<file path="config.mk">
export PLATFORM = sky130hd
export DESIGN_NAME = iobus_uart_tx_flat
export DESIGN_NICKNAME = d
export VERILOG_FILES = /design/src/rtl/iobus_uart_tx_if.sv /design/src/rtl/iobus_uart_tx.sv /design/src/flat_wrapper.sv
export SDC_FILE = /design/constraint.sdc
export NUM_CORES = 1
export LEC_CHECK = 0
export ABC_AREA = 1
export CAP_MARGIN = 10
export CORE_MARGIN = 3
export CORE_UTILIZATION = 45
export CTS_BUF_LIST = sky130_fd_sc_hd__clkbuf_4
export DETAILED_ROUTE_END_ITERATION = 8
export MAX_ROUTING_LAYER = met4
export PLACE_DENSITY = 0.77
export SLEW_MARGIN = 20
export SYNTH_ARGS = -nofsm -noshare
export SYNTH_HDL_FRONTEND = slang
export SYNTH_SLANG_ARGS = --single-unit
</file>
<file path="constraint.sdc">
create_clock -name CLK -period 3.3 [get_ports CLK]
set_input_delay 0.825 -clock CLK [delete_from_list [all_inputs] [get_ports CLK]]
set_output_delay 0.825 -clock CLK [all_outputs]
set_load 0.02 [all_outputs]
</file>
<file path="src/rtl/iobus_uart_tx_if.sv">
// OTTER IOBUS MMIO port plus serial line for the UART transmitter.
// TX_INTR exists only when UART_TX_INTR_EN is defined.
interface iobus_uart_tx_if;
  logic [31:0] IOBUS_ADDR;
  logic [31:0] IOBUS_OUT;
  logic        IOBUS_WR;
  logic [31:0] IOBUS_RD_DATA;
  logic        TX;
  logic        TX_ACTIVE;
`ifdef UART_TX_INTR_EN
  logic        TX_INTR;

  modport master (output IOBUS_ADDR, IOBUS_OUT, IOBUS_WR,
                  input  IOBUS_RD_DATA, TX, TX_ACTIVE, TX_INTR);
  modport slave  (input  IOBUS_ADDR, IOBUS_OUT, IOBUS_WR,
                  output IOBUS_RD_DATA, TX, TX_ACTIVE, TX_INTR);
`else
  modport master (output IOBUS_ADDR, IOBUS_OUT, IOBUS_WR,
                  input  IOBUS_RD_DATA, TX, TX_ACTIVE);
  modport slave  (input  IOBUS_ADDR, IOBUS_OUT, IOBUS_WR,
                  output IOBUS_RD_DATA, TX, TX_ACTIVE);
`endif
endinterface

</file>
<file path="src/rtl/iobus_uart_tx.sv">
// MMIO UART transmitter: TX FIFO behind a data register, 8N1 LSB-first serializer.
// Define UART_TX_INTR_EN to add a one-cycle TX_INTR pulse when the line goes idle.
module iobus_uart_tx #(
  parameter int          CLK_RATE   = 50,
  parameter int          BAUD       = 115200,
  parameter int          FIFO_DEPTH = 16,
  parameter logic [31:0] BASE_ADDR  = 32'h11000040
) (
  input  logic           CLK,
  input  logic           RESET,
  iobus_uart_tx_if.slave bus
);

  localparam int DIV = (CLK_RATE * 1_000_000 + BAUD / 2) / BAUD;
  localparam int AW  = (FIFO_DEPTH > 1) ? $clog2(FIFO_DEPTH) : 1;
  localparam int CW  = AW + 1;
  localparam int BW  = (DIV > 1) ? $clog2(DIV) : 1;
  localparam logic [31:0] STAT_ADDR = BASE_ADDR + 32'd4;

  typedef enum logic [1:0] {IDLE, START, DATA, STOP} state_t;

  logic [7:0]    mem [FIFO_DEPTH];
  logic [AW-1:0] wr_ptr, rd_ptr;
  logic [CW-1:0] count;
  logic          ovf;
  logic          full, empty, push_req, clr_req, push, pop;

  state_t        state_q, state_d;
  logic [BW-1:0] baud_q, baud_d;
  logic [2:0]    bit_q, bit_d;
  logic [7:0]    shift_q, shift_d;
  logic          tx_q, tx_d, active_q, active_d;
  logic          unused_hi;
`ifdef UART_TX_INTR_EN
  logic          intr_q, intr_d;
`endif

  assign full      = (count == CW'(FIFO_DEPTH));
  assign empty     = (count == '0);
  assign push_req  = bus.IOBUS_WR && (bus.IOBUS_ADDR == BASE_ADDR);
  assign clr_req   = bus.IOBUS_WR && (bus.IOBUS_ADDR == STAT_ADDR);
  // A full FIFO still accepts a byte when the serializer pops in the same cycle.
  assign push      = push_req && (!full || pop);
  assign unused_hi = ^bus.IOBUS_OUT[31:8];

  always_comb begin
    state_d  = state_q;
    baud_d   = baud_q;
    bit_d    = bit_q;
    shift_d  = shift_q;
    tx_d     = tx_q;
    active_d = active_q;
    pop      = 1'b0;
`ifdef UART_TX_INTR_EN
    intr_d   = 1'b0;
`endif
    unique case (state_q)
      IDLE: begin
        tx_d     = 1'b1;
        active_d = 1'b0;
        if (!empty) begin
          pop      = 1'b1;
          shift_d  = mem[rd_ptr];
          baud_d   = BW'(DIV - 1);
          tx_d     = 1'b0;
          active_d = 1'b1;
          state_d  = START;
        end
      end
      START: begin
        if (baud_q != '0) begin
          baud_d = baud_q - 1'b1;
        end else begin
          baud_d  = BW'(DIV - 1);
          bit_d   = 3'd0;
          tx_d    = shift_q[0];
          state_d = DATA;
        end
      end
      DATA: begin
        if (baud_q != '0) begin
          baud_d = baud_q - 1'b1;
        end else begin
          baud_d = BW'(DIV - 1);
          if (bit_q == 3'd7) begin
            tx_d    = 1'b1;
            state_d = STOP;
          end else begin
            shift_d = {1'b0, shift_q[7:1]};
            tx_d    = shift_q[1];
            bit_d   = bit_q + 3'd1;
          end
        end
      end
      STOP: begin
        if (baud_q != '0) begin
          baud_d = baud_q - 1'b1;
        end else if (!empty) begin
          // Next frame starts straight out of the stop bit, no idle gap.
          pop     = 1'b1;
          shift_d = mem[rd_ptr];
          baud_d  = BW'(DIV - 1);
          tx_d    = 1'b0;
          state_d = START;
        end else begin
          active_d = 1'b0;
          state_d  = IDLE;
`ifdef UART_TX_INTR_EN
          intr_d   = 1'b1;
`endif
        end
      end
      default: state_d = IDLE;
    endcase
  end

  always_ff @(posedge CLK) begin
    if (RESET) begin
      state_q  <= IDLE;
      baud_q   <= '0;
      bit_q    <= '0;
      shift_q  <= '0;
      tx_q     <= 1'b1;
      active_q <= 1'b0;
      wr_ptr   <= '0;
      rd_ptr   <= '0;
      count    <= '0;
      ovf      <= 1'b0;
`ifdef UART_TX_INTR_EN
      intr_q   <= 1'b0;
`endif
    end else begin
      state_q  <= state_d;
      baud_q   <= baud_d;
      bit_q    <= bit_d;
      shift_q  <= shift_d;
      tx_q     <= tx_d;
      active_q <= active_d;
`ifdef UART_TX_INTR_EN
      intr_q   <= intr_d;
`endif
      if (push) wr_ptr <= wr_ptr + 1'b1;
      if (pop)  rd_ptr <= rd_ptr + 1'b1;
      case ({push, pop})
        2'b10:   count <= count + 1'b1;
        2'b01:   count <= count - 1'b1;
        default: count <= count;
      endcase
      if (clr_req)
        ovf <= 1'b0;
      else if (push_req && full && !pop)
        ovf <= 1'b1;
    end
  end

  always_ff @(posedge CLK) begin
    if (!RESET && push) mem[wr_ptr] <= bus.IOBUS_OUT[7:0];
  end

  always_comb begin
    bus.IOBUS_RD_DATA = '0;
    if (bus.IOBUS_ADDR == STAT_ADDR) begin
      bus.IOBUS_RD_DATA[0]    = full;
      bus.IOBUS_RD_DATA[1]    = empty;
      bus.IOBUS_RD_DATA[2]    = active_q;
      bus.IOBUS_RD_DATA[3]    = ovf;
      bus.IOBUS_RD_DATA[16:8] = 9'(count);
    end
  end

  assign bus.TX        = tx_q;
  assign bus.TX_ACTIVE = active_q;
`ifdef UART_TX_INTR_EN
  assign bus.TX_INTR   = intr_q;
`endif

endmodule

</file>
<file path="src/flat_wrapper.sv">
// flat-port wrapper written by rule: the top's interface ports become plain ports
module iobus_uart_tx_flat 
#(
  parameter int          CLK_RATE   = 50,
  parameter int          BAUD       = 115200,
  parameter int          FIFO_DEPTH = 16,
  parameter logic [31:0] BASE_ADDR  = 32'h11000040
)
  (CLK, RESET, bus_IOBUS_ADDR, bus_IOBUS_OUT, bus_IOBUS_WR, bus_IOBUS_RD_DATA, bus_TX, bus_TX_ACTIVE);
  iobus_uart_tx_if bus_i ();
  input  logic CLK;
  input  logic RESET;
  input wire logic [$bits(bus_i.IOBUS_ADDR)-1:0] bus_IOBUS_ADDR;
  input wire logic [$bits(bus_i.IOBUS_OUT)-1:0] bus_IOBUS_OUT;
  input wire logic [$bits(bus_i.IOBUS_WR)-1:0] bus_IOBUS_WR;
  output wire logic [$bits(bus_i.IOBUS_RD_DATA)-1:0] bus_IOBUS_RD_DATA;
  output wire logic [$bits(bus_i.TX)-1:0] bus_TX;
  output wire logic [$bits(bus_i.TX_ACTIVE)-1:0] bus_TX_ACTIVE;
  assign bus_i.IOBUS_ADDR = bus_IOBUS_ADDR;
  assign bus_i.IOBUS_OUT = bus_IOBUS_OUT;
  assign bus_i.IOBUS_WR = bus_IOBUS_WR;
  assign bus_IOBUS_RD_DATA = bus_i.IOBUS_RD_DATA;
  assign bus_TX = bus_i.TX;
  assign bus_TX_ACTIVE = bus_i.TX_ACTIVE;
  iobus_uart_tx #(.CLK_RATE(CLK_RATE), .BAUD(BAUD), .FIFO_DEPTH(FIFO_DEPTH), .BASE_ADDR(BASE_ADDR)) u_core (.CLK(CLK), .RESET(RESET), .bus(bus_i));
endmodule
</file>
==> results.py, run 1 <==
# Synthesis and PnR figures
metrics = {
    "status": {
        "outcome": "finished clean",
    },
    "synth": {
        "ys.flops": 170,
        "mux_area_share_pct": 0,
        "syn_inst": 880,
        "flop_cell": "edfxtp_1",
    },
    "setup_path": {
        "crit_path_end": "bus_IOBUS_RD_DATA[0]",
        "crit_slowest_cell": "clkdlybuf4s50_1",
        "required_ns": 2.47,
        "critPathKind": "in2out",
    },
    "final_layout": {
        "nMultiInputCombCells": 538,
        "antenna_cells": 1,
        "drive_above_1_share_pct": 13.1,
        "fin_nets": 1048,
    },
    "power_and_ir_drop": {
        "switching_share_pct": 38.1,
        "p_sw_mw": 2.23,
        "p_per_area_nw_per_um2": 617,
        "p_clk_share_pct": 19.4,
    },
    "run": {
        "warning_count": 58,
    },
    "die": {
        "boundaryPins": 101,
        "core_area_sq_um": 18100,
        "die_area_sq_um": 20200,
    },
    "clock_network": {
        "cts_tree": "built",
        "path_clk_slew_ns": 0.11,
        "cts_root_buf": "clkbuf_4",
        "clock_path_buffers": 2,
        "cts_buffers": 17,
    },
    "detailed_routing": {
        "highest-signal-layer": "met4",
    },
    "placed_design": {
        "hpwl_mm": 11.6,
    },
    "global_routing": {
        "grt_pass1_wl_mm": 27.5,
        "grt_start_max_net_pins": 71,
    },
}
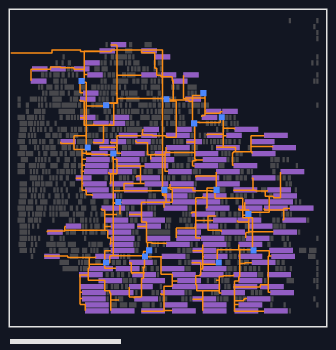
**Above:** run 1 (clock wires, drivers and flops).
The bar under the picture is 50 um long.
[orange] clock wires | length: 1,800 um
[blue] cells driving clock nets | count: 17
[purple] flip-flops | count: 170
routed clock nets: 18

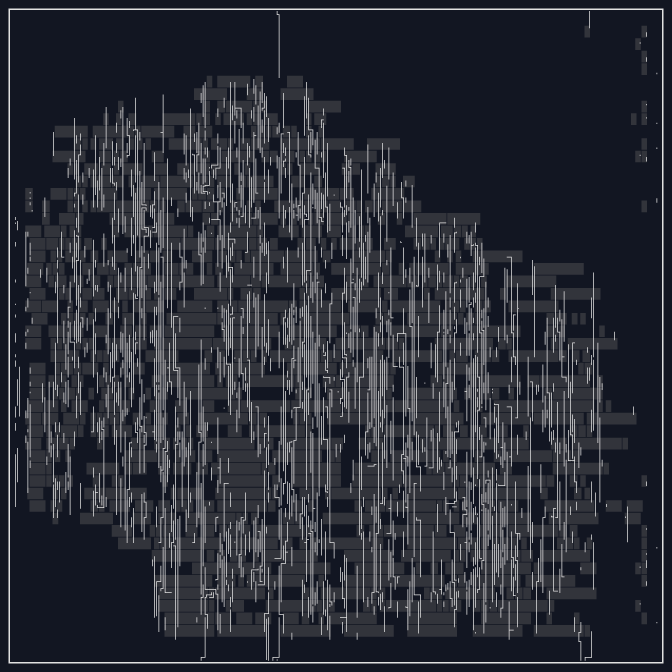
**Above:** run 1 (M2 wires).
main direction: vertical
share of all routed wire: 48%

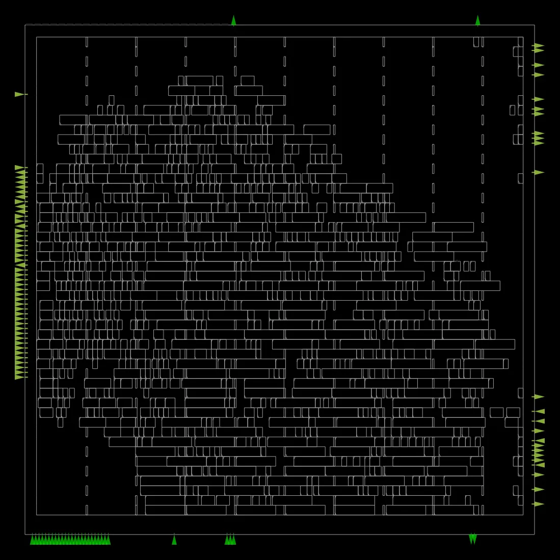
**Above:** run 1 (cell placement).
Tapcells: 229
flip-flops: 170
Layout Cells excl Fill: 1,206
Fillers: 1,574

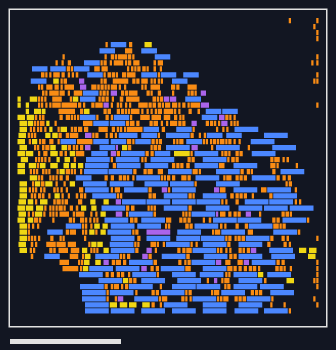
**Above:** run 1 (cell classes on the final placement).
The bar under the picture is 50 um long.
| color | class | cells | share of their area |
|---|---|---|---|
| orange | all other logic | 679 | 37% |
| yellow | other buffers and delay cells | 95 | 8.9% |
| purple | clock drivers and dummy loads | 32 | 2.9% |
| blue | flip-flops | 170 | 51% |

**Run 1: gate families picked out**

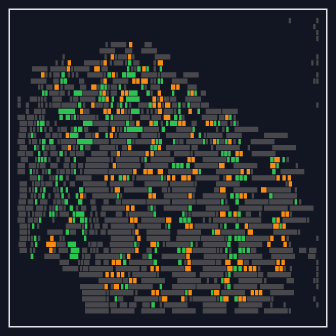

## Run 2: what changed since run 1
--- a/config.mk
+++ b/config.mk
@@ -9,8 +9,9 @@
 export CAP_MARGIN = 10
 export CORE_MARGIN = 3
 export CORE_UTILIZATION = 45
-export CTS_BUF_LIST = sky130_fd_sc_hd__clkbuf_4
+export CTS_BUF_LIST = sky130_fd_sc_hd__clkbuf_4 sky130_fd_sc_hd__clkbuf_8
 export DETAILED_ROUTE_END_ITERATION = 8
+export HOLD_SLACK_MARGIN = 0.05
 export MAX_ROUTING_LAYER = met4
 export PLACE_DENSITY = 0.77
 export SLEW_MARGIN = 20
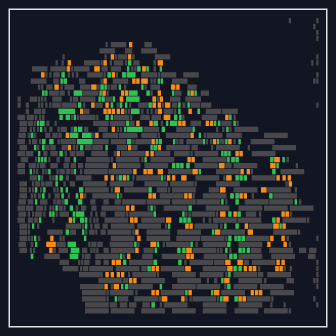
**Above:** run 2 (gate families picked out).
| color | family | cells |
|---|---|---|
| orange | inverting AOI/OAI gates | 166 |
| green | NAND gates | 213 |

==> results.py, run 2 <==
# Synthesis and PnR figures
metrics = {
    "status": {
        "outcome": "finished clean",
    },
    "power_and_ir_drop": {
        "switching_share_pct": 37.1,
        "p_clk_share_pct": 22.8,
        "p_sw_mw": 2.27,
        "p_seq_share_pct": 42.8,
        "p_per_area_nw_per_um2": 637,
    },
    "final_layout": {
        "drive_above_1_share_pct": 13.1,
        "flops": 170,
        "fill_cells": 1549,
        "stdcell_count": 1205,
        "nMultiInputCombCells": 538,
        "fin_nets": 1048,
    },
    "die": {
        "boundaryPins": 101,
        "die_area_sq_um": 20200,
        "nWellTaps": 229,
    },
    "global_routing": {
        "grt_pass1_wl_mm": 27.6,
        "grt_start_max_net_pins": 71,
        "grt_usage_pct": 17.8,
    },
    "setup_path": {
        "crit_path_end": "bus_IOBUS_RD_DATA[0]",
        "critPathKind": "in2out",
    },
    "synth": {
        "flop_cell": "edfxtp_1",
        "mux_area_share_pct": 0,
        "syn_inst": 880,
    },
    "timing": {
        "timing.final.crit_share_pct": 95.5,
    },
    "clock_network": {
        "cts_root_buf": "clkbuf_8",
        "clock_path_buffers": 2,
        "path_clk_slew_ns": 0.07,
        "cts_buffers": 17,
    },
}
